### Power grid

Pins as bars on the die edge.
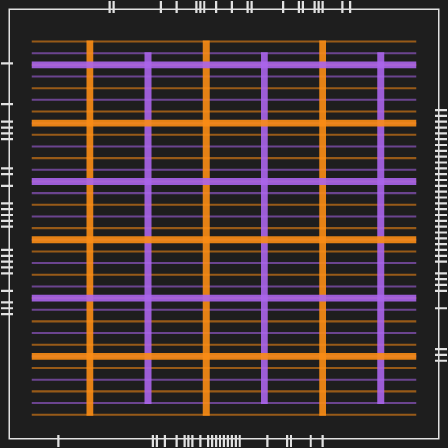
### M1 wires

Supply wires on this layer in grey.
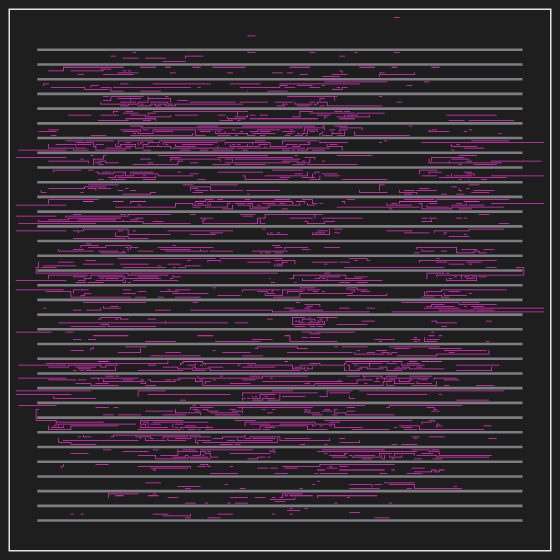
### Selected gate families

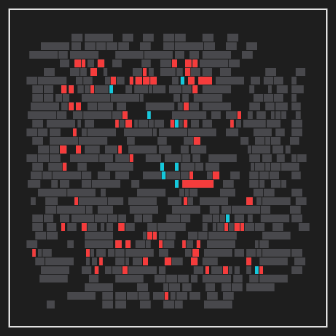
$ cat config.mk
export PLATFORM = sky130hd
export DESIGN_NAME = branch_ctrl
export DESIGN_NICKNAME = d
export VERILOG_FILES = /design/src/rtl/branch_ctrl_pkg.sv /design/src/rtl/branch_ctrl_hazard_detect.sv /design/src/rtl/branch_ctrl.sv
export SDC_FILE = /design/constraint.sdc
export NUM_CORES = 1
export LEC_CHECK = 0
export CAP_MARGIN = 40
export CORE_MARGIN = 5
export CORE_UTILIZATION = 44
export CTS_CLUSTER_SIZE = 16
export DETAILED_ROUTE_END_ITERATION = 6
export GPL_TIMING_DRIVEN = 0
export PLACE_DENSITY_LB_ADDON = 0.25
export SLEW_MARGIN = 40
export SYNTH_ARGS = -nofsm -noshare
export SYNTH_HDL_FRONTEND = slang
export SYNTH_HIERARCHICAL = 1
export SYNTH_SLANG_ARGS = --single-unit
$ cat constraint.sdc
create_clock -name clk -period 3.1 [get_ports clk]
set_input_delay 0.62 -clock clk [delete_from_list [all_inputs] [get_ports clk]]
set_output_delay 0.62 -clock clk [all_outputs]
set_load 0.005 [all_outputs]
$ cat src/rtl/branch_ctrl_pkg.sv
// Shared CPU definitions: register-number width, opcode constants and the
// branch-control FSM encoding, plus the operand-dependency helper.
// Latency: n/a (types and constants only). Backpressure: n/a.
package branch_ctrl_pkg;

  localparam int REG_W = 5;
  typedef logic [REG_W-1:0] reg_num_t;

  // Primary opcode field values seen by the decoder.
  localparam logic [5:0] OP_RTYPE = 6'h00;
  localparam logic [5:0] OP_BEQ   = 6'h04;
  localparam logic [5:0] OP_BNE   = 6'h05;
  localparam logic [5:0] OP_LW    = 6'h23;
  localparam logic [5:0] OP_SW    = 6'h2B;

  typedef enum logic [1:0] {
    ST_IDLE     = 2'd0,
    ST_WAIT_LD2 = 2'd1,
    ST_WAIT_1   = 2'd2,
    ST_RESOLVE  = 2'd3
  } br_state_e;

  // A producer register is a dependency of the branch when it matches either
  // source; $zero is hard-wired and can never be a real producer.
  function automatic logic reg_dep(input reg_num_t r, input reg_num_t rs,
                                   input reg_num_t rt);
    return (r != '0) && ((r == rs) || (r == rt));
  endfunction

endpackage

$ cat src/rtl/branch_ctrl_hazard_detect.sv
// Branch operand hazard detection: classifies the ID-stage instruction and
// flags EX/MEM producers the ID-stage comparator would otherwise read early.
// Latency: purely combinational. Backpressure: none; results feed the FSM.
// Ports: ID branch flags + rs/rt in, EX/MEM destination info in;
//        is_br, haz_ex_load (needs 3-cycle wait), haz_any out.
module branch_hazard_detect
  import branch_ctrl_pkg::*;
(
  input  logic     id_valid,
  input  logic     beq,
  input  logic     bne,
  input  logic     true,
  input  logic     ComBranch,
  input  reg_num_t id_rs,
  input  reg_num_t id_rt,
  input  logic     ex_regwrite,
  input  logic     ex_memread,
  input  reg_num_t ex_rd,
  input  logic     mem_memread,
  input  reg_num_t mem_rd,
  output logic     is_br,
  output logic     haz_ex_load,
  output logic     haz_any
);

  logic ex_dep;
  logic mem_dep;

  assign ex_dep  = reg_dep(ex_rd, id_rs, id_rt);
  assign mem_dep = reg_dep(mem_rd, id_rs, id_rt);

  assign is_br       = id_valid & (beq | bne | (true & ComBranch));
  assign haz_ex_load = ex_memread & ex_dep;
  assign haz_any     = haz_ex_load | (ex_regwrite & ex_dep) | (mem_memread & mem_dep);

endmodule

$ cat src/rtl/branch_ctrl.sv
// ID-stage branch resolution controller: stalls until branch operands are
// forwardable, then redirects the PC and squashes IF/ID when taken.
// Latency: 0 stalls clean, 2 after ALU/MEM-load producer, 3 after EX load.
// Backpressure: stall holds PC and IF/ID and bubbles ID/EX while waiting.
// Ports: clk, rst_n; ID/EX/MEM hazard and branch inputs; pc_src, stall,
//        flush_ifid, branch_cnt, taken_cnt, state_o outputs.
module branch_ctrl
  import branch_ctrl_pkg::*;
(
  input  logic        clk,
  input  logic        rst_n,
  input  logic        id_valid,
  input  logic        beq,
  input  logic        bne,
  input  logic        true,
  input  logic        ComBranch,
  input  logic        Equal,
  input  logic [4:0]  id_rs,
  input  logic [4:0]  id_rt,
  input  logic        ex_regwrite,
  input  logic        ex_memread,
  input  logic [4:0]  ex_rd,
  input  logic        mem_memread,
  input  logic [4:0]  mem_rd,
  output logic        pc_src,
  output logic        stall,
  output logic        flush_ifid,
  output logic [31:0] branch_cnt,
  output logic [31:0] taken_cnt,
  output logic [1:0]  state_o
);

  br_state_e   state_q, state_d;
  logic [31:0] branch_cnt_q, branch_cnt_d;
  logic [31:0] taken_cnt_q, taken_cnt_d;

  logic is_br;
  logic haz_ex_load;
  logic haz_any;
  logic taken;
  logic resolve;
  logic stall_raw;

  branch_hazard_detect u_hazard (
    .id_valid    (id_valid),
    .beq         (beq),
    .bne         (bne),
    .true        (true),
    .ComBranch   (ComBranch),
    .id_rs       (id_rs),
    .id_rt       (id_rt),
    .ex_regwrite (ex_regwrite),
    .ex_memread  (ex_memread),
    .ex_rd       (ex_rd),
    .mem_memread (mem_memread),
    .mem_rd      (mem_rd),
    .is_br       (is_br),
    .haz_ex_load (haz_ex_load),
    .haz_any     (haz_any)
  );

  // In RESOLVE the branch flags are taken as presented that cycle, even if
  // the decoder dropped them during the wait.
  assign taken = (beq & Equal) | (bne & ~Equal) | (true & ComBranch & ~Equal);

  always_comb begin
    state_d      = state_q;
    branch_cnt_d = branch_cnt_q;
    taken_cnt_d  = taken_cnt_q;
    resolve      = 1'b0;
    stall_raw    = 1'b0;

    unique case (state_q)
      ST_IDLE: begin
        if (is_br) begin
          if (haz_ex_load) begin
            state_d   = ST_WAIT_LD2;
            stall_raw = 1'b1;
          end else if (haz_any) begin
            state_d   = ST_WAIT_1;
            stall_raw = 1'b1;
          end else begin
            resolve = 1'b1;
          end
        end
      end
      ST_WAIT_LD2: begin
        state_d   = ST_WAIT_1;
        stall_raw = 1'b1;
      end
      ST_WAIT_1: begin
        state_d   = ST_RESOLVE;
        stall_raw = 1'b1;
      end
      ST_RESOLVE: begin
        state_d = ST_IDLE;
        resolve = 1'b1;
      end
      default: state_d = ST_IDLE;
    endcase

    if (resolve) begin
      branch_cnt_d = branch_cnt_q + 32'd1;
      taken_cnt_d  = taken_cnt_q + {31'd0, taken};
    end
  end

  always_ff @(posedge clk or negedge rst_n) begin
    if (!rst_n) begin
      state_q      <= ST_IDLE;
      branch_cnt_q <= '0;
      taken_cnt_q  <= '0;
    end else begin
      state_q      <= state_d;
      branch_cnt_q <= branch_cnt_d;
      taken_cnt_q  <= taken_cnt_d;
    end
  end

  // Control outputs are decoded from live inputs, so qualify them with
  // rst_n to keep the pipeline quiet while reset is held.
  assign stall      = rst_n & stall_raw;
  assign pc_src     = rst_n & resolve & taken;
  assign flush_ifid = rst_n & resolve & taken;

  assign branch_cnt = branch_cnt_q;
  assign taken_cnt  = taken_cnt_q;
  assign state_o    = state_q;

endmodule

==> job_summary.md <==
## PnR job results

| Metric | Value |
|---|---|
| Adders+Majority by Area | 0.0282 |
| Top power group | sequential cells |
| Max clock buf depth | 2 |
| Outcome | finished, final reports clean |
| FMAX | 331 MHz |
| RSZ-0062 raised after global routing | no |
| Post-layout min period | 3.02 ns |
| Number of logic gates | 266 |
| DPL Wire Length | 6.75 mm |
| Switch share | 0.312 |
| Ports | 100 |
| Clock buffer count | 10 |
| Vias in the first global route | 3,012 |
| Most instantiated logic cells after routing | clkdlybuf4s50_1 (75), dfrtp_1 (66), xor2_1 (50), nand2_1 (30), xnor2_1 (30) |
| Largest net degree at the start of global routing | 46 |
| Setup WS pre-CTS | -1.31 ns |
| Worst r2r src | state_o[0]$_DFFE_PN0P_ |
| Leakage | 2.21 nW |
| Starting Density | 0.455 |
| Critical path cell sequence | buf_4 -> or4_4 -> o21ai_4 -> o22ai_4 -> nand4bb_4 -> buf_4 -> buf_4 -> a2111o_1 -> nor4_1 -> xor2_1 |
| Type of the tightest min-delay check | input pin to async pin |
| Yosys Instances | 347 |
| Sequential power share | 0.431 |
| Synth Area per Inst | 10.2 um^2 |
| Clock Skew | 0.0107 ns |
| R2r setup slk | 0.53 ns |
| Setup crit end kind | flop |
| Area-dominant cell class after layout | combinational gates |
| YS warnings | 6 |
| CTS tree | built |
| Buffering overhead | 0.204 |
| DRT antenna net count | 0 |
| Area growth from synthesis to final layout | 40.0% |
| Top cells by area | dfrtp_1 (47%), xor2_1 (13%), xnor2_1 (7.4%), nand2_1 (3.2%), ha_1 (2.8%) |
| Htree depth | 3 |
| # diodes | 0 |
| Simple share | 0.239 |
| Flop count | 66 |
| Post-CTS Setup Inserts | 5 |
| Top-area cell type share of the netlist area | 0.465 |
| Buf/Inv on CP | 3 |
| CTS Sinks | 66 |
| Slew Limit Fails | 0 |
| Most frequent CP cell | buf_4 |
| Resized cells post-CTS | 59 |
| Post-synth regs | 66 |
| Combinational power share | 0.285 |
| Pint | 1.66 mW |
| Crit path DAT | 3.29 ns |
| Worst-case reg-to-reg path depth | 8 |
| FP Rows | 32 |
| Vias/cell | 5.43 |
| Async S/R FF share, synth | 1.00 |
| Endpoints failing setup | 0 |
| Sequential power | 1.04 mW |
| Fin crit share | 0.975 |
| Synth top cell by count | dfrtp_1 |
| CTS root buf | clkbuf_8 |
| Post-synth top flop | dfrtp_1 |
| IO buf count | 99 |
| Crit-path leading delay family | simple AND/OR/NAND/NOR gates |
| Top logic family | simple AND/OR/NAND/NOR gates |
| NetSw | 0.752 mW |
| Hold_buf cts | 0 |
| Initial antenna violation count | 0 |
| Syn_nets | 386 |
| Cell taking the most area after synthesis | dfrtp_1 |
| Global-route wire length before repair | 15.3 mm |
| XOR/XNOR Area Share | 0.200 |
| Non-clk invs | 10 |
| Synth cell count leaders | dfrtp_1 (66), xor2_1 (51), nand2_1 (30), xnor2_1 (30), nand3_1 (20) |
| Share of cells above drive strength 1 | 0.128 |
| Distinct lib cells used | 38 |
| Flop share of the area | 0.332 |
| GRT Residual Overflow | 0 |
| 1st-iter DRT viols | 193 |
| Drt drc | 0 |
| Gpl congestion | 0.859 |
| CP max FO | 7 |
| Post-synthesis chip area from yosys | 3550 um^2 |
| Crit path capture | taken_cnt[29]$_DFFE_PN0P_ |
| Average wire per standard cell | 16.0 um |
| Seq/Total Area, Yosys | 0.465 |
| Tightest Pin Transition | 0.492 ns |
| Clock group | 0.685 mW |
Back to the opening pictures, 'Power grid':
| net | colour |
|---|---|
| VSS | orange |
| VDD | purple |
met1 rails: 33
met4 straps: 6
Die Wd: 99.8 um
core area: 7810 um^2
Peak VDD IR: 408 uV

Back to the opening pictures, 'M1 wires':
share of all routed wire: 47%
nets with wire on the layer: 442
via count: 3,093
met1 Usage GRT: 0.277
Routed WL: 9.12 mm

Back to the opening pictures, 'Selected gate families':
| family | colour | cells |
|---|---|---|
| NAND gates | red | 70 |
| inverters | cyan | 10 |
Comb/total area: 0.393
Top cell excl fill/tap: clkdlybuf4s50_1
Post-Layout Cell Count: 570

## metrics by stage
step	util	std cells	setup TNS [ns]
2_1_floorplan	-	347	0
3_3_place_gp	0.599	548	-74.73
3_5_place_dp	0.601	549	-19.37
4_1_cts	0.635	570	-0.0848
5_1_grt	0.637	570	0
6_report	0.637	570	0
## logic make-up (layout without fill, tap and decap cells)
group	after synthesis	after routing
and+or+nand+nor	153	153
xor gates and xnor gates	81	81
adders and majority gates	8	8
DFF	66	66
buffers and inverters	15	136
AOI/OAI and AO/OA	21	21
muxes	3	3
## layer usage
layer,vias to the layer above,track usage,share of wire
met4,0,0.0536,0.0075
met2,93,0.283,0.45
li1,1477,-,-
met3,6,0.0445,0.066
met1,1517,0.277,0.47
met5,-,0,0
No activity file was given, so power comes from the tool's default toggle rates.
